===== src/rtl/aes_mode_ctrl.sv =====
`default_nettype none
// ============================================================================
//  Module      : aes_mode_ctrl
//  Description : ECB/CBC mode controller wrapped around an external
//                combinational AES ECB core. Accepts 128-bit blocks on a
//                valid/ready handshake, registers the (optionally chained)
//                plaintext and key towards the core, waits CORE_LAT cycles
//                for the core to settle, then presents the ciphertext on a
//                valid/ready output handshake. The CBC chain is restored
//                from the stored IV after the last block of each message.
//  Revision    : 1.0 - initial release
// ============================================================================
module aes_mode_ctrl #(
   parameter int unsigned CORE_LAT = 1        // core settle cycles, 1..255
) (
   input  logic          clk,
   input  logic          rst,
   input  logic          mode,                // 0 = ECB, 1 = CBC
   input  logic [127:0]  key,
   input  logic [127:0]  iv,
   input  logic          iv_load,
   input  logic          in_valid,
   output logic          in_ready,
   input  logic [127:0]  in_data,
   input  logic          in_last,
   output logic          out_valid,
   input  logic          out_ready,
   output logic [127:0]  out_data,
   output logic          out_last,
   output logic [127:0]  core_din,
   output logic [127:0]  core_key,
   input  logic [127:0]  core_dout,
   output logic          busy
);

   typedef enum logic [1:0] {
      IDLE = 2'd0,
      WAIT = 2'd1,
      OUT  = 2'd2
   } state_t;

   // Counter preload: a value of N-1 gives exactly N WAIT cycles.
   localparam logic [7:0] C_CNT_INIT = 8'(CORE_LAT - 1);

   state_t         state_q,    state_d;
   logic [7:0]     cnt_q,      cnt_d;
   logic [127:0]   core_din_q, core_din_d;
   logic [127:0]   core_key_q, core_key_d;
   logic           mode_q,     mode_d;
   logic           last_q,     last_d;
   logic [127:0]   out_data_q, out_data_d;
   logic           out_last_q, out_last_d;
   logic [127:0]   chain_q,    chain_d;
   logic [127:0]   iv_reg_q,   iv_reg_d;

   // Next-state and datapath updates; every register holds unless its state acts.
   always_comb begin
      state_d    = state_q;
      cnt_d      = cnt_q;
      core_din_d = core_din_q;
      core_key_d = core_key_q;
      mode_d     = mode_q;
      last_d     = last_q;
      out_data_d = out_data_q;
      out_last_d = out_last_q;
      chain_d    = chain_q;
      iv_reg_d   = iv_reg_q;

      case (state_q)
         IDLE: begin
            // An IV load takes effect after this edge; a block accepted on
            // the same edge still chains with the value held before it.
            if (iv_load) begin
               iv_reg_d = iv;
               chain_d  = iv;
            end
            if (in_valid) begin
               core_din_d = mode ? (in_data ^ chain_q) : in_data;
               core_key_d = key;
               mode_d     = mode;
               last_d     = in_last;
               cnt_d      = C_CNT_INIT;
               state_d    = WAIT;
            end
         end

         WAIT: begin
            if (cnt_q == 8'd0) begin
               out_data_d = core_dout;
               out_last_d = last_q;
               if (mode_q) begin
                  chain_d = core_dout;
               end
               state_d = OUT;
            end else begin
               cnt_d = cnt_q - 8'd1;
            end
         end

         OUT: begin
            if (out_ready) begin
               // End of message: next message restarts from the stored IV.
               if (out_last_q) begin
                  chain_d = iv_reg_q;
               end
               state_d = IDLE;
            end
         end

         default: begin
            state_d = IDLE;
         end
      endcase
   end

   // State and datapath registers with synchronous reset taking priority.
   always_ff @(posedge clk) begin
      if (rst) begin
         state_q    <= IDLE;
         cnt_q      <= 8'd0;
         core_din_q <= 128'h0;
         core_key_q <= 128'h0;
         mode_q     <= 1'b0;
         last_q     <= 1'b0;
         out_data_q <= 128'h0;
         out_last_q <= 1'b0;
         chain_q    <= 128'h0;
         iv_reg_q   <= 128'h0;
      end else begin
         state_q    <= state_d;
         cnt_q      <= cnt_d;
         core_din_q <= core_din_d;
         core_key_q <= core_key_d;
         mode_q     <= mode_d;
         last_q     <= last_d;
         out_data_q <= out_data_d;
         out_last_q <= out_last_d;
         chain_q    <= chain_d;
         iv_reg_q   <= iv_reg_d;
      end
   end

   // Handshake and status outputs decode directly from the state register.
   always_comb begin
      in_ready  = (state_q == IDLE);
      out_valid = (state_q == OUT);
      busy      = (state_q != IDLE);
   end

   assign out_data = out_data_q;
   assign out_last = out_last_q;
   assign core_din = core_din_q;
   assign core_key = core_key_q;

endmodule
`default_nettype wire


===== config.mk =====
export PLATFORM = sky130hd
export DESIGN_NAME = aes_mode_ctrl
export DESIGN_NICKNAME = d
export VERILOG_FILES = /design/src/rtl/aes_mode_ctrl.sv
export SDC_FILE = /design/constraint.sdc
export NUM_CORES = 1
export LEC_CHECK = 0
export CAP_MARGIN = 10
export CELL_PAD_IN_SITES_DETAIL_PLACEMENT = 1
export CELL_PAD_IN_SITES_GLOBAL_PLACEMENT = 2
export CORE_MARGIN = 5
export CORE_UTILIZATION = 23
export CTS_BUF_LIST = sky130_fd_sc_hd__clkbuf_4 sky130_fd_sc_hd__clkbuf_8
export CTS_CLUSTER_SIZE = 40
export DETAILED_ROUTE_END_ITERATION = 6
export PLACE_DENSITY = 0.87
export SETUP_SLACK_MARGIN = 0.02
export SLEW_MARGIN = 0
export SYNTH_ARGS = -nofsm -noshare
export SYNTH_HDL_FRONTEND = slang
export SYNTH_SLANG_ARGS = --single-unit

===== constraint.sdc =====
create_clock -name clk -period 1.9 [get_ports clk]
set_input_delay 0.19 -clock clk [delete_from_list [all_inputs] [get_ports clk]]
set_output_delay 0.19 -clock clk [all_outputs]
set_load 0.1 [all_outputs]

==> notes.md, run 1 <==
Results of the run.

The portion of synthesized area spent on multiplexers is 0.192%. The critical setup path kind is reg2reg. The routed wire length is 166 mm.

The data required time at the worst endpoint is 2.59 ns. The top cell types in the final layout, fill and taps aside, are 754 x sky130_fd_sc_hd__nand2_1, 650 x sky130_fd_sc_hd__dfxtp_1, 516 x sky130_fd_sc_hd__clkdlybuf4s50_1, 483 x sky130_fd_sc_hd__a21oi_1, 472 x sky130_fd_sc_hd__buf_4. The share of the yosys chip area belonging to registers is approximately half. The maximum clock path buffer count is 3. Once detail routing completed, the nets flagged for antenna violations numbered 0.

In the finished layout, the clock tree contains a buffer count of 184. The tightest hold margin is about 0.073 ns. The run finished, with violations left. The final number of hold-violating endpoints is 0.

STA classifies the critical path endpoint as a flop. The highest metal layer carrying signal wires in the routed design is met5. STA classifies the critical path startpoint as a flop. Endpoints with negative setup slack in the final report add up to 258. The report puts the hold buffer count at CTS at about 330. The number of antenna diodes is 59. The dominant power group is combinational cells. The number of antenna violations at the first check in global routing is 67. The relative slew slack is 59.8%. Combinational power for this build is roughly 53 mW. Of the total synthesized cell area, the portion taken by XOR and XNOR cells is 4.26%. Post-CTS repair ended up resizing 175 cells. The via density per instance is 5.00.

The post-route worst setup slack is -0.295 ns. The internal portion of the total power is 42.8 mW. For this run, design rule violations remaining after detail routing come to 0. The first-pass GRT wire length is 217 mm. The post-CTS repair timing setup buffer count is 36. The post-synthesis share of cell area spent on and-or and or-and gates is 22.0%. The post-route report lists met1 wire length as roughly 62 mm.

The placed cell count is 5738. The final reports fail on negative setup slack. The plain and repair buffers instantiated in the layout total around 1500. Pins over their slew limit in the final report were tallied at 0. The ratio of final minimum period to clock period is 116%. The power report attributes to the clock group a share of between 10% and 20%. The register share of total power is 23.2%. The critical path data arrival time is 2.88 ns. The cell type with the largest total area is sky130_fd_sc_hd__dfxtp_1.

The final timing report lists clock skew as 0.0527 ns. The share of synthesized area in the top cell type comes to roughly 50%. The summed area of non-filler cells in the final layout is 47900 um2. The fraction of power spent switching nets is 51.3%.

The total power of the final layout is 87.9 mW. The fraction of synthesis flops using an asynchronous set or reset pin is 0%. After layout the signal buffers, clock cells excluded, come to about a third of cell area. The synthesized chip area reported by yosys is 26700 um2. The share of layout cells above drive strength 1 is around a quarter.

The sequential share of cell area is between 20 and 30%. The later pin in the worst-skew pair is clocked with a latency of 0.79 ns. Per the run report, area growth between synthesis and finish was 79.1%.
-- run 1: worst max-delay path: stages, from the launching register on --
cell and delay, ns:
sky130_fd_sc_hd__dfxtp_4 0.40, sky130_fd_sc_hd__inv_6 0.06, sky130_fd_sc_hd__ha_4 0.17, sky130_fd_sc_hd__nor2b_4 0.13, sky130_fd_sc_hd__or4_4 0.59, sky130_fd_sc_hd__buf_4 0.20, sky130_fd_sc_hd__clkbuf_16 0.18, sky130_fd_sc_hd__o21ai_0 0.23
sky130_fd_sc_hd__a21oi_1 0.11
-- run 1: path summary, 6_finish.rpt --
check | start | end | slack, ns | depth (start not counted)
max | state_q[1] | chain_q[124] | -0.30 | 8
min | key[1] | core_key[1] | 0.07 | 3
max reg2reg | state_q[1] | chain_q[124] | -0.30 | 8
min reg2reg | core_key[31] | core_key[31] | 0.45 | 2
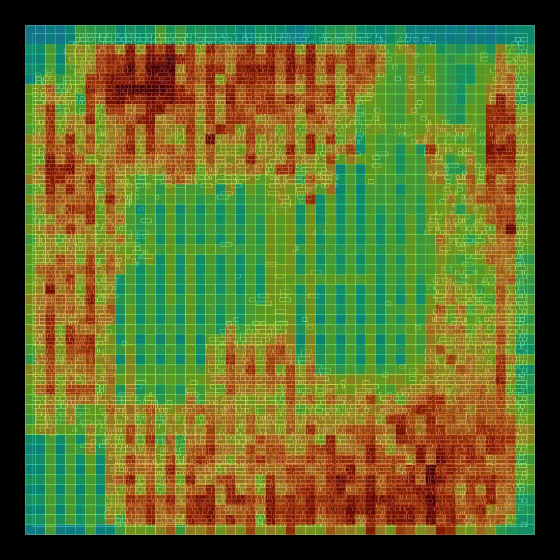
Run 1: congestion heat map
met1 track utilization from global routing: 26.3%
most congested layer reported by global routing: met2

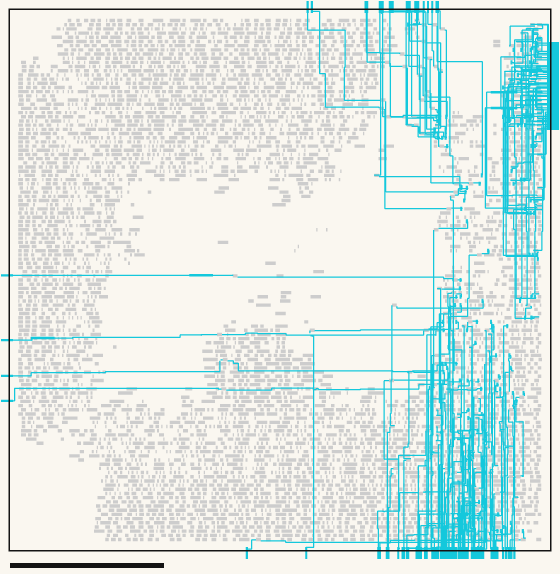
Run 1: port wiring
Bar = 100 um.
[`key`] cyan | bits: 128 | direction: input | end cells: 128 | buffers: 230 | wire: 14900 um
number of placed I/O pins: 907
buffers added on ports: 906

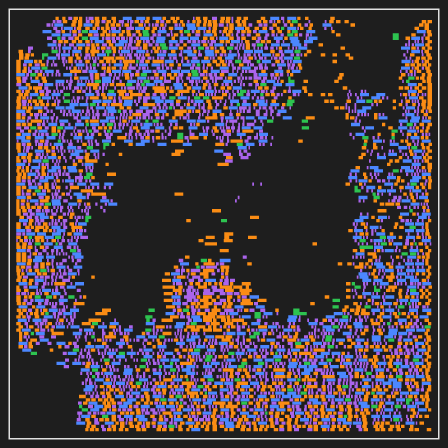
Run 1: cell classes on the final placement
[registers] blue | cells: 653
[remaining buffers and delay cells] orange | cells: 1485
[clock drivers and dummy loads] green | cells: 210
[remaining logic cells] purple | cells: 2512

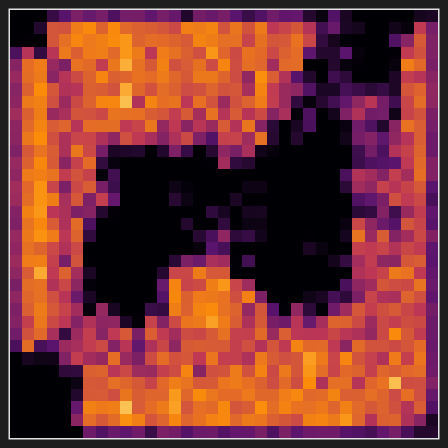
Run 1: placement density heat map
35 x 35 tiles, from black (low) to pale yellow (high), 0 to 100% covered.
mean over tiles: 37%
emptiest ninth of the die: middle
fullest tile: 87%

## Run 2: what changed since run 1
--- a/config.mk
+++ b/config.mk
@@ -14,6 +14,7 @@
 export CTS_CLUSTER_SIZE = 40
 export DETAILED_ROUTE_END_ITERATION = 6
 export PLACE_DENSITY = 0.87
+export REMOVE_ABC_BUFFERS = 1
 export SETUP_SLACK_MARGIN = 0.02
 export SLEW_MARGIN = 0
 export SYNTH_ARGS = -nofsm -noshare
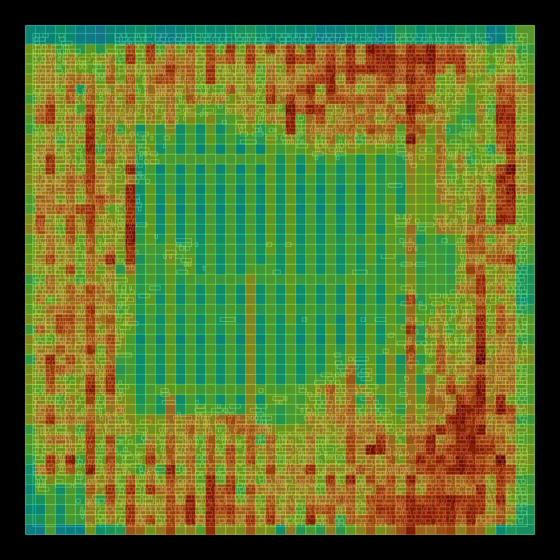
Run 2: congestion heat map
post-layout utilization of the core: 38.6%
overall fraction of global-route tracks in use: 21.5%
detailed-route wire length per cell: 22.4 um
met1 track utilization from global routing: 24.1%

==> run 2 against run 1 <==
Against the previous run: the run still ends with negative setup slack left; non-clock buffer count is 12 higher; setup slack improved by 0.048 ns; sequential power is 3% lower; final area fell by 6.5%; critical endpoint is now chain_q[97].
==> notes.md, run 2 <==
Results of the run.

The flow ran to the end, but the final reports show violations. The final reports fail on negative setup slack. The beginning of the worst hold path is core_dout[69]. The register share of total power is 25.4% (+2.2 points). The type of origin of the critical path is a flop. The busiest layer in global routing is met2. Combinational logic burns 55.7% of the power. The post-route worst setup slack is -0.247 ns (+0.0481 ns). The power density over the cells is around 1700 nW/um2. Routed signal wires occupy layers up through met5. The critical path data arrival time is 2.81 ns (-0.07 ns). The data required time at the worst endpoint was 2.56 ns (-0.03 ns). The worst setup path is of the reg2reg kind.

The slack of the worst reg-to-reg path is -0.25 ns (+0.05 ns). The clock insertion delay at the later pin of the skew report is 0.79 ns (about the same). The global-route met2 utilization is between 30% and 40%. The proportion of netlist area held by the largest area contributor is 48.9% (unchanged). The synthesized chip area reported by yosys is 26700 um2 (unchanged). The fraction of synthesis flops using an asynchronous set or reset pin is 0% (unchanged). The kind of capture point of the worst setup path is a flop. The ratio of final minimum period to clock period came to 113% (-2.5 points).

The number of antenna violations at the first check in global routing is 25 (-63%). The placed cell count is 5791 (+0.92%). The combinational power is 43.5 mW (-18%). The DRC violations left is 0 (unchanged). The total negative slack is -21.30 ns. The library cell used most frequently in the layout, excluding fill and tap cells, is sky130_fd_sc_hd__nand2_1.

The number of global-route vias before repair is 33152. The worst slack at placement is -0.275 ns. The TritonCTS clock tree is done. The share of layout cells above drive strength 1 is 17.9% (-8.6 points).

The hold-critical path depth is 3 (unchanged). The number of nets still failing antenna checks after routing is 0 (unchanged). The maximum clock path buffer count is 3 (unchanged).

The delay of the slowest critical-path stage is 0.53 ns (-0.06 ns). The launch point of the critical path was reported as state_q[1]. The tightest hold margin is 0.0855 ns (+0.0123 ns). In the layout the commonest cells are 901 x sky130_fd_sc_hd__nand2_1, 651 x sky130_fd_sc_hd__dfxtp_1, 639 x sky130_fd_sc_hd__a21oi_1, 533 x sky130_fd_sc_hd__buf_4, 516 x sky130_fd_sc_hd__clkdlybuf4s50_1. The fraction of power spent switching nets came to 50.4% (-0.87 points). The capture instance of the worst register-to-register path is chain_q[97]. The met1 wire length is 56.3 mm (-9.4%). The post-cts repair resize count is 49 (-72%). The number of failing setup endpoints in the final timing report is 243 (-5.8%). The internal power summed over all cells was 38.8 mW (-9.5%). The count of hold buffers inserted by post-cts repair is 366 (+9.6%). Summed over all instances, the cell type with the most area after synthesis is sky130_fd_sc_hd__dfxtp_1. The synthesized design contains 0 enable-type register cells. Traced cell by cell, the critical path runs through inv_6, ha_4, nor2b_1, or4_4, buf_12, o21ai_0, a21oi_1. The final max-slew violation count came to 0 (unchanged). The total buffers and inverters traversed by the critical path came to 2 (-1). The initial standard-cell utilization of the core is 23.1%. The mean area per synthesized cell is 7.69 um2. CTS saw 653 sinks. Per the run report, area growth between synthesis and finish was 67.5%. The cell count of the worst reg-to-reg path is 7 (-1).

The total power of the final layout came to 78.2 mW (-11%). The via density per instance is 4.81 (-3.9%). The largest share of the power goes to combinational cells. The share of the yosys chip area belonging to registers is 48.9% (unchanged). Looking at the reg2reg group, the worst path starts from state_q[1]. The relative slew slack is 64.7% (+4.8 points). The quantity of I/O buffers inserted on ports is 906 (unchanged). The cell total in the yosys stat output is 3476.

The endpoint of the worst setup timing path is chain_q[97]. The number of top-level design ports is 907 (unchanged). The routed wire length came to 144 mm (-13%). Looking at the critical path, the single cell with the biggest stage delay is sky130_fd_sc_hd__or4_4.

The worst clock skew on the final layout was 0.0726 ns (+0.0198 ns). The power share of the clock group is 19.0% (+2.4 points). Counting I/O delays and the setup requirement, the final critical path takes 2.15 ns.

The first-pass GRT wire length was 205 mm (-5.6%). The cell family contributing the most delay on the critical path is simple AND/OR/NAND/NOR gates. The detailed-router iteration count before antenna repair is 5. The post-CTS repair timing setup buffer count is 7 (-81%). Looking at the hold checks, the worst path lands on out_data[69].

The number of logic stages on the critical path including buffering came to 7 (-1). The final number of hold-violating endpoints is 0 (unchanged).
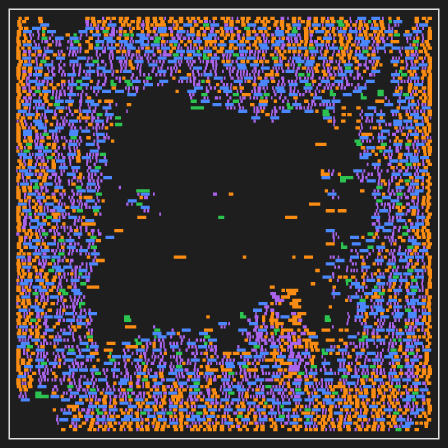
Run 2: cell classes on the final placement
[clock drivers and dummy loads] green | cells: 209
[remaining logic cells] purple | cells: 2512
[registers] blue | cells: 653
[remaining buffers and delay cells] orange | cells: 1497
Std-Cell Core Area: 116000 um2
num rows: 125
sequential share of cell area: 29.2%
final instance area: 44800 um2

==> run 2: cell counts after synthesis <==
Identical to the previous run, type by type.
==> run 2: layout make-up <==
type                            count  area, um2
Timing Repair Buffer             1497      14500
Sequential cell                   653      13100
Multi-Input combinational cell   2505      12600
Fill cell                       13636      71100
Clock inverter                     20        251
Clock buffer                      189       2360
Tap cell                         1524       1910
Antenna cell                       18       45.0
Inverter                            7       38.8
==> run 2: cells by family after synthesis <==
family / share of synthesized area [%]
AOI/OAI and AO/OA: 22.0
and+or+nand+nor: 19.3
DFF: 48.9
adders and majority gates: 0.374
buffers and inverters: 4.88
xor gates and xnor gates: 4.26
muxes: 0.192
Power and IR drop assume default switching activity.
